### config.mk
export PLATFORM = sky130hd
export DESIGN_NAME = multi_act_layer
export DESIGN_NICKNAME = d
export VERILOG_FILES = /design/src/rtl/multi_act_layer.sv
export SDC_FILE = /design/constraint.sdc
export NUM_CORES = 1
export LEC_CHECK = 0
export ABC_AREA = 1
export CAP_MARGIN = 20
export CORE_MARGIN = 1
export CORE_UTILIZATION = 59
export DETAILED_ROUTE_END_ITERATION = 8
export PLACE_DENSITY_LB_ADDON = 0.12
export SYNTH_ARGS = -nofsm -noshare
export SYNTH_HDL_FRONTEND = slang
export SYNTH_SLANG_ARGS = --single-unit
### constraint.sdc
create_clock -name clk_i -period 13.2 [get_ports clk_i]
set_clock_uncertainty 0.05 [all_clocks]
set_input_delay 3.96 -clock clk_i [delete_from_list [all_inputs] [get_ports clk_i]]
set_output_delay 3.96 -clock clk_i [all_outputs]
set_load 0.01 [all_outputs]
### src/rtl/multi_act_layer.sv
// Multi-lane element-wise activation layer (pass/abs/relu/leaky) with per-lane
// saturation flags, behind a 2-entry skid buffer with a registered ready_o.
module multi_act_layer #(
  parameter int WORD_SIZE  = 16,
  parameter int NUM_CH     = 4,
  parameter int LEAK_SHIFT = 3
) (
  input  logic                        clk_i,
  input  logic                        reset_i,
  output logic                        ready_o,
  input  logic                        valid_i,
  input  logic [1:0]                  mode_i,
  input  logic [NUM_CH*WORD_SIZE-1:0] data_r_i,
  output logic                        valid_o,
  input  logic                        ready_i,
  output logic [NUM_CH*WORD_SIZE-1:0] data_r_o,
  output logic [NUM_CH-1:0]           sat_o
);

  localparam int DW = NUM_CH * WORD_SIZE;
  localparam logic signed [WORD_SIZE-1:0] MIN_V = {1'b1, {(WORD_SIZE-1){1'b0}}};
  localparam logic signed [WORD_SIZE-1:0] MAX_V = {1'b0, {(WORD_SIZE-1){1'b1}}};

  typedef enum logic [1:0] {
    MODE_PASS  = 2'd0,
    MODE_ABS   = 2'd1,
    MODE_RELU  = 2'd2,
    MODE_LEAKY = 2'd3
  } mode_e;

  // One buffer slot; the struct doubles as the observable buffer state.
  typedef struct packed {
    logic              valid;
    logic [NUM_CH-1:0] sat;
    logic [DW-1:0]     data;
  } entry_t;

  // Returns {sat, value} for one lane.
  function automatic logic [WORD_SIZE:0] act_lane(input mode_e mode,
                                                  input logic signed [WORD_SIZE-1:0] x);
    logic                        neg;
    logic                        sat;
    logic signed [WORD_SIZE-1:0] y;
    neg = x[WORD_SIZE-1];
    sat = 1'b0;
    y   = x;
    case (mode)
      MODE_PASS:  y = x;
      MODE_ABS: begin
        if (x == MIN_V) begin
          y   = MAX_V;
          sat = 1'b1;
        end else if (neg) begin
          y = -x;
        end
      end
      MODE_RELU:  if (neg) y = '0;
      MODE_LEAKY: if (neg) y = x >>> LEAK_SHIFT;
      default:    y = x;
    endcase
    return {sat, y};
  endfunction

  logic [DW-1:0]     res_data;
  logic [NUM_CH-1:0] res_sat;

  always_comb begin
    res_data = '0;
    res_sat  = '0;
    for (int c = 0; c < NUM_CH; c++) begin
      {res_sat[c], res_data[c*WORD_SIZE +: WORD_SIZE]} =
        act_lane(mode_e'(mode_i), data_r_i[c*WORD_SIZE +: WORD_SIZE]);
    end
  end

  // Handshake: a word moves on any posedge where valid and ready are both high
  // on the same side. The producer must hold valid_i/data_r_i/mode_i stable
  // until ready_o is seen; valid_o/data_r_o/sat_o are held while ready_i is low.
  entry_t m_q;
  entry_t s_q;
  logic   ready_q;
  logic   accept;
  logic   drain;
  logic   load_m;
  logic   load_s;

  assign accept = valid_i & ready_q;
  assign drain  = m_q.valid & ready_i;
  assign load_m = accept & (~m_q.valid | ready_i);
  assign load_s = accept & m_q.valid & ~ready_i;

  always_ff @(posedge clk_i) begin
    if (reset_i) begin
      m_q.valid <= 1'b0;
      s_q.valid <= 1'b0;
      ready_q   <= 1'b1;
    end else begin
      if (load_m) begin
        m_q <= '{valid: 1'b1, sat: res_sat, data: res_data};
      end else if (drain) begin
        // S can only be full when nothing was accepted, so it refills M here.
        m_q <= s_q;
      end

      if (load_s) begin
        s_q     <= '{valid: 1'b1, sat: res_sat, data: res_data};
        ready_q <= 1'b0;
      end else if (drain) begin
        s_q.valid <= 1'b0;
        ready_q   <= 1'b1;
      end
    end
  end

  assign ready_o  = ready_q;
  assign valid_o  = m_q.valid;
  assign data_r_o = m_q.data;
  assign sat_o    = m_q.sat;

endmodule

Fig. 1: run 1, pin map
Scale bar: 20 um. Pins as bars across the die edge, other pins in grey.
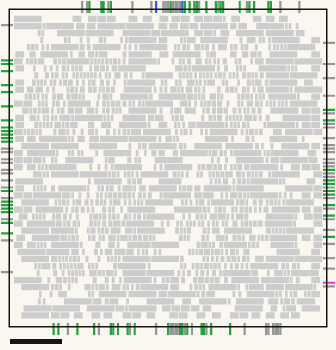
[blue] mode_i | pins: 2 | direction: input | edge: top
[magenta] valid_o | pins: 1 | direction: output | edge: right
[green] data_r_i | pins: 64 | direction: input | edge: 19 left, 18 top, 17 bottom, 10 right
all pins by edge: 37 top, 36 right, 35 bottom, 32 left
Die H: 122 um
I/O Buffers: 139
Chip Width: 122 um

Fig. 2: run 1, clock wiring as the flow saved it
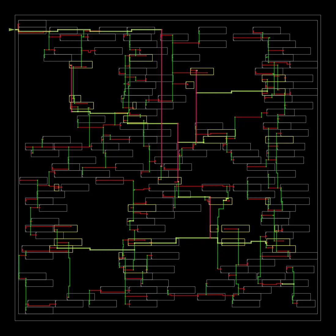
Skew-Pair Late Insertion Delay: 0.42 ns
total clock sinks: 139
Seq cells: 139
Clk. pwr: 0.518 mW
clkbuf count: 17

Fig. 3: run 1, gate-type map
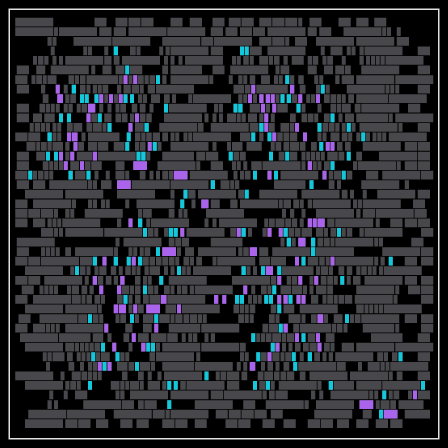
[cyan] inverters | cells: 120
[purple] NOR gates | cells: 98
Top cell excl fill/tap: nand2_1
Post-Layout Cell Count: 1,409
Comb area share: 0.351

Fig. 4: run 1, layout detail
Scale bar: 5 um. Region (51, 75) to (71, 95) um. Cells in grey, sequential cells in the stronger grey; small squares are vias.
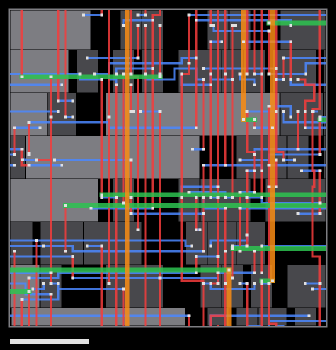
[blue] metal 1
[orange] metal 4
[red] metal 2
[green] metal 3
sequential cells in the window: 3
most frequent: nand2_1 (14), inv_1 (4), edfxtp_1 (3)
netlist names of flops here include: data_r_o (2), s_q (1)
cells with their middle in the window: 35

==> flow_summary.yaml, run 1 <==
# implementation run metrics
run_status:
  outcome: "finished clean"
pwr:
  p_seq_mw: 0.517
  comb_power_mw: 0.209
  power_frac_clock: 0.416
  p_leak_nw: 4.65
  total_power_mw: 1.24
detailed_routing:
  wl_per_cell_um: 16.0
  drcViolationCount: 0
  dr_wl_met3_um: 1900
  wl_met1_um: 9210
global_route:
  met3_usage: 0.0679
  grt_first_pass_wirelength_um: 36500
  grt_pass1_vias: 7507
critical_path:
  setup.worst_path.class: "input port to flop"
  critical-path-top-delay-family: "buffers and inverters"
  crit_path_start: "valid_i"
  worst-r2r-setup-slack_ns: 10.11
  cp_max_fo: 65
cells_and_area:
  nets: 1291
  layout.nonclk_buf_frac: 0.136
  lay_top_cells: "nand2_1 (404), clkdlybuf4s50_1 (139), nand3_1 (137)"
  signal_buffers: 146
  antennaDiodeCount: 0
  largest_cell_class: "sequential cells"
  logic_gate_count: 793
sta:
  setup_tns_ns: 0
  grt_setup_unrepaired: "false"
  worst_pin_slew_ns: 0.971
  finalHoldViolations: 0
logic_synthesis:
  largest_area_cell: "edfxtp_1"
  synthAdderAreaFrac: 0.00591
  top_cell_area_share: 0.482
  ys_async_sr_fraction: 0
  synthMuxAreaShare: 0
  synth.distinct_cells: 40
hold_path:
  hold_depth: 2
place:
  dp.cells: 1378
flow_run:
  warning_count: 26
clock_tree:
  h-tree-depth: 4
Fig. 5: run 1, wiring heat map
24 x 24 tiles, from white (low) to dark blue (high), scaled to the fullest tile. Values are wire area over tile area, all layers added.
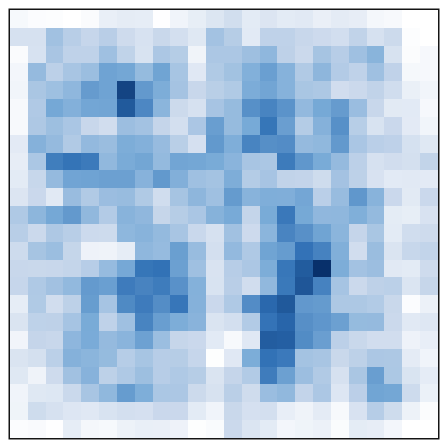

==> run 2: changes to the inputs <==
--- a/config.mk
+++ b/config.mk
@@ -8,7 +8,7 @@
 export ABC_AREA = 1
 export CAP_MARGIN = 20
 export CORE_MARGIN = 1
-export CORE_UTILIZATION = 59
+export CORE_UTILIZATION = 54
 export DETAILED_ROUTE_END_ITERATION = 8
 export PLACE_DENSITY_LB_ADDON = 0.12
 export SYNTH_ARGS = -nofsm -noshare
==> constraint.sdc (replaced) <==
create_clock -name clk_i -period 6.8 [get_ports clk_i]
set_clock_uncertainty 0.05 [all_clocks]
set_input_delay 2.04 -clock clk_i [delete_from_list [all_inputs] [get_ports clk_i]]
set_output_delay 2.04 -clock clk_i [all_outputs]
set_load 0.01 [all_outputs]
Fig. 6: run 2, wiring heat map
25 x 25 tiles, from white (low) to dark blue (high), scaled to the fullest tile. Values are wire area over tile area, all layers added.
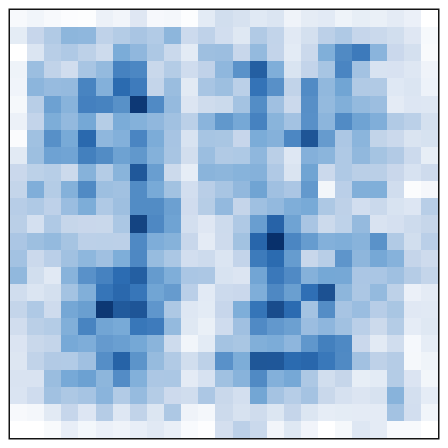
tiles over half the peak: 21%
nearly empty tiles: 1.8%
emptiest ninth of the die: bottom right
fullest tile: 0.66
Avg WL per Cell: 15.9 um
via count: 7,976

==> run 2 against run 1 <==
Effect of this change:
- area after synthesis is the same
- sequential share of layout area grew 0.18 points
- cell count grew 2.3%
==> flow_summary.yaml, run 2 <==
# implementation run metrics
cells_and_area:
  signal_buffers: 146
  lay_top_count: "nand2_1"
  largest_cell_class: "sequential cells"
  comb_area_share: 0.352
  nets: 1291
  lay_top_cells: "nand2_1 (404), clkdlybuf4s50_1 (139), nand3_1 (137)"
  logic_gate_count: 793
  antennaDiodeCount: 0
  layout.nonclk_buf_frac: 0.137
  layoutNonFillerInstCount: 1441
pwr:
  comb_power_mw: 0.406
  pg_clk_mw: 0.853
  p_seq_mw: 1.00
  power_frac_clock: 0.377
logic_synthesis:
  synthAdderAreaFrac: 0.00591
  synthMuxAreaShare: 0
  top_cell_area_share: 0.482
  largest_area_cell: "edfxtp_1"
  ys_async_sr_fraction: 0
  synth.distinct_cells: 40
critical_path:
  critical-path-top-delay-family: "buffers and inverters"
  setup.worst_path.class: "input port to flop"
  cp_max_fo: 38
  cp.arrival_ns: 4.72
die:
  die_w_um: 127
sta:
  grt_setup_unrepaired: "false"
  setup_tns_ns: 0
  finalHoldViolations: 0
  finalClockPeriodUsage: 0.659
global_route:
  grt_first_pass_wirelength_um: 37000
  met3_usage: 0.0427
  grt_pass1_vias: 7401
detailed_routing:
  dr_wl_met3_um: 1610
  wl_met1_um: 10100
  drcViolationCount: 0
clock_tree:
  h-tree-depth: 4
  cts_sinks: 139
place:
  port_buffers: 139
run_status:
  outcome: "finished clean"
flow_run:
  warning_count: 26
Fig. 7: run 2, pin map
Scale bar: 50 um. Pins as bars across the die edge, other pins in grey.
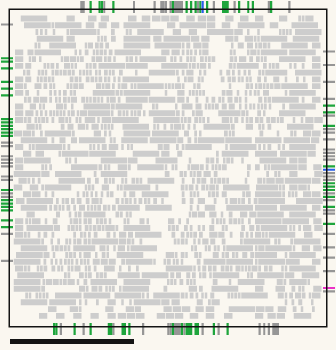

==> run 3: changes to the inputs <==
--- a/config.mk
+++ b/config.mk
@@ -8,7 +8,7 @@
 export ABC_AREA = 1
 export CAP_MARGIN = 20
 export CORE_MARGIN = 1
-export CORE_UTILIZATION = 54
+export CORE_UTILIZATION = 49
 export DETAILED_ROUTE_END_ITERATION = 8
 export PLACE_DENSITY_LB_ADDON = 0.12
 export SYNTH_ARGS = -nofsm -noshare
==> constraint.sdc (replaced) <==
create_clock -name clk_i -period 3.65 [get_ports clk_i]
set_clock_uncertainty 0.05 [all_clocks]
set_input_delay 1.095 -clock clk_i [delete_from_list [all_inputs] [get_ports clk_i]]
set_output_delay 1.095 -clock clk_i [all_outputs]
set_load 0.01 [all_outputs]
Fig. 8: run 3, pin map
Scale bar: 50 um. Pins as bars across the die edge, other pins in grey.
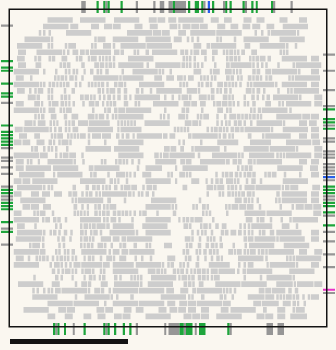
[green] data_r_i | pins: 64 | direction: input | edge: 19 left, 18 bottom, 16 top, 11 right
[blue] mode_i | pins: 2 | direction: input | edge: 1 right, 1 top
[magenta] valid_o | pins: 1 | direction: output | edge: right
Die H: 133 um
Chip Width: 133 um

==> run 3 against run 2 <==
Effect of this change:
- setup slack got worse by 1.5 ns
- count of clock-buffer cells in the layout is 3 lower
- cell count rose by 1.5%
- worst hold slack improved by 0.012 ns
==> flow_summary.yaml, run 3 <==
# implementation run metrics
logic_synthesis:
  top_logic_kind: "simple AND/OR/NAND/NOR gates"
  top_cell_area_share: 0.482
  synthMuxAreaShare: 0
  largest_area_cell: "edfxtp_1"
  xor_share: 0.0124
  ys_async_sr_fraction: 0
  synthAdderAreaFrac: 0.00591
  synth.distinct_cells: 40
clock_tree:
  h-tree-depth: 4
  cts_sinks: 139
global_route:
  grt_first_pass_wirelength_um: 36800
  grt_pass1_vias: 7216
critical_path:
  critical-path-top-delay-family: "buffers and inverters"
  setup.worst_path.class: "input port to flop"
  cp.arrival_ns: 3.10
sta:
  maxSlewViolCount: 0
  setup_tns_ns: 0
  finalHoldViolations: 0
  fmax_mhz: 350
pwr:
  pg_clk_mw: 1.90
  comb_power_mw: 0.771
  p_seq_mw: 1.87
  p_leak_nw: 4.72
  power_frac_clock: 0.419
flow_run:
  warning_count: 26
die:
  fp_util: 0.507
detailed_routing:
  num_vias: 7975
  wl_per_cell_um: 15.8
  wl_met1_um: 10400
  drcViolationCount: 0
cells_and_area:
  lay_top_count: "nand2_1"
  logic_gate_count: 793
  lay_top_cells: "nand2_1 (404), clkdlybuf4s50_1 (139), nand3_1 (137)"
  area_delta_synth_final_pct: 27.9
  antennaDiodeCount: 0
  layout.nonclk_buf_frac: 0.146
  layoutNonFillerInstCount: 1462
  signal_buffers: 158
  nets: 1303
place:
  port_buffers: 139
run_status:
  outcome: "finished clean"
Power is estimated from default activity; no workload was simulated.
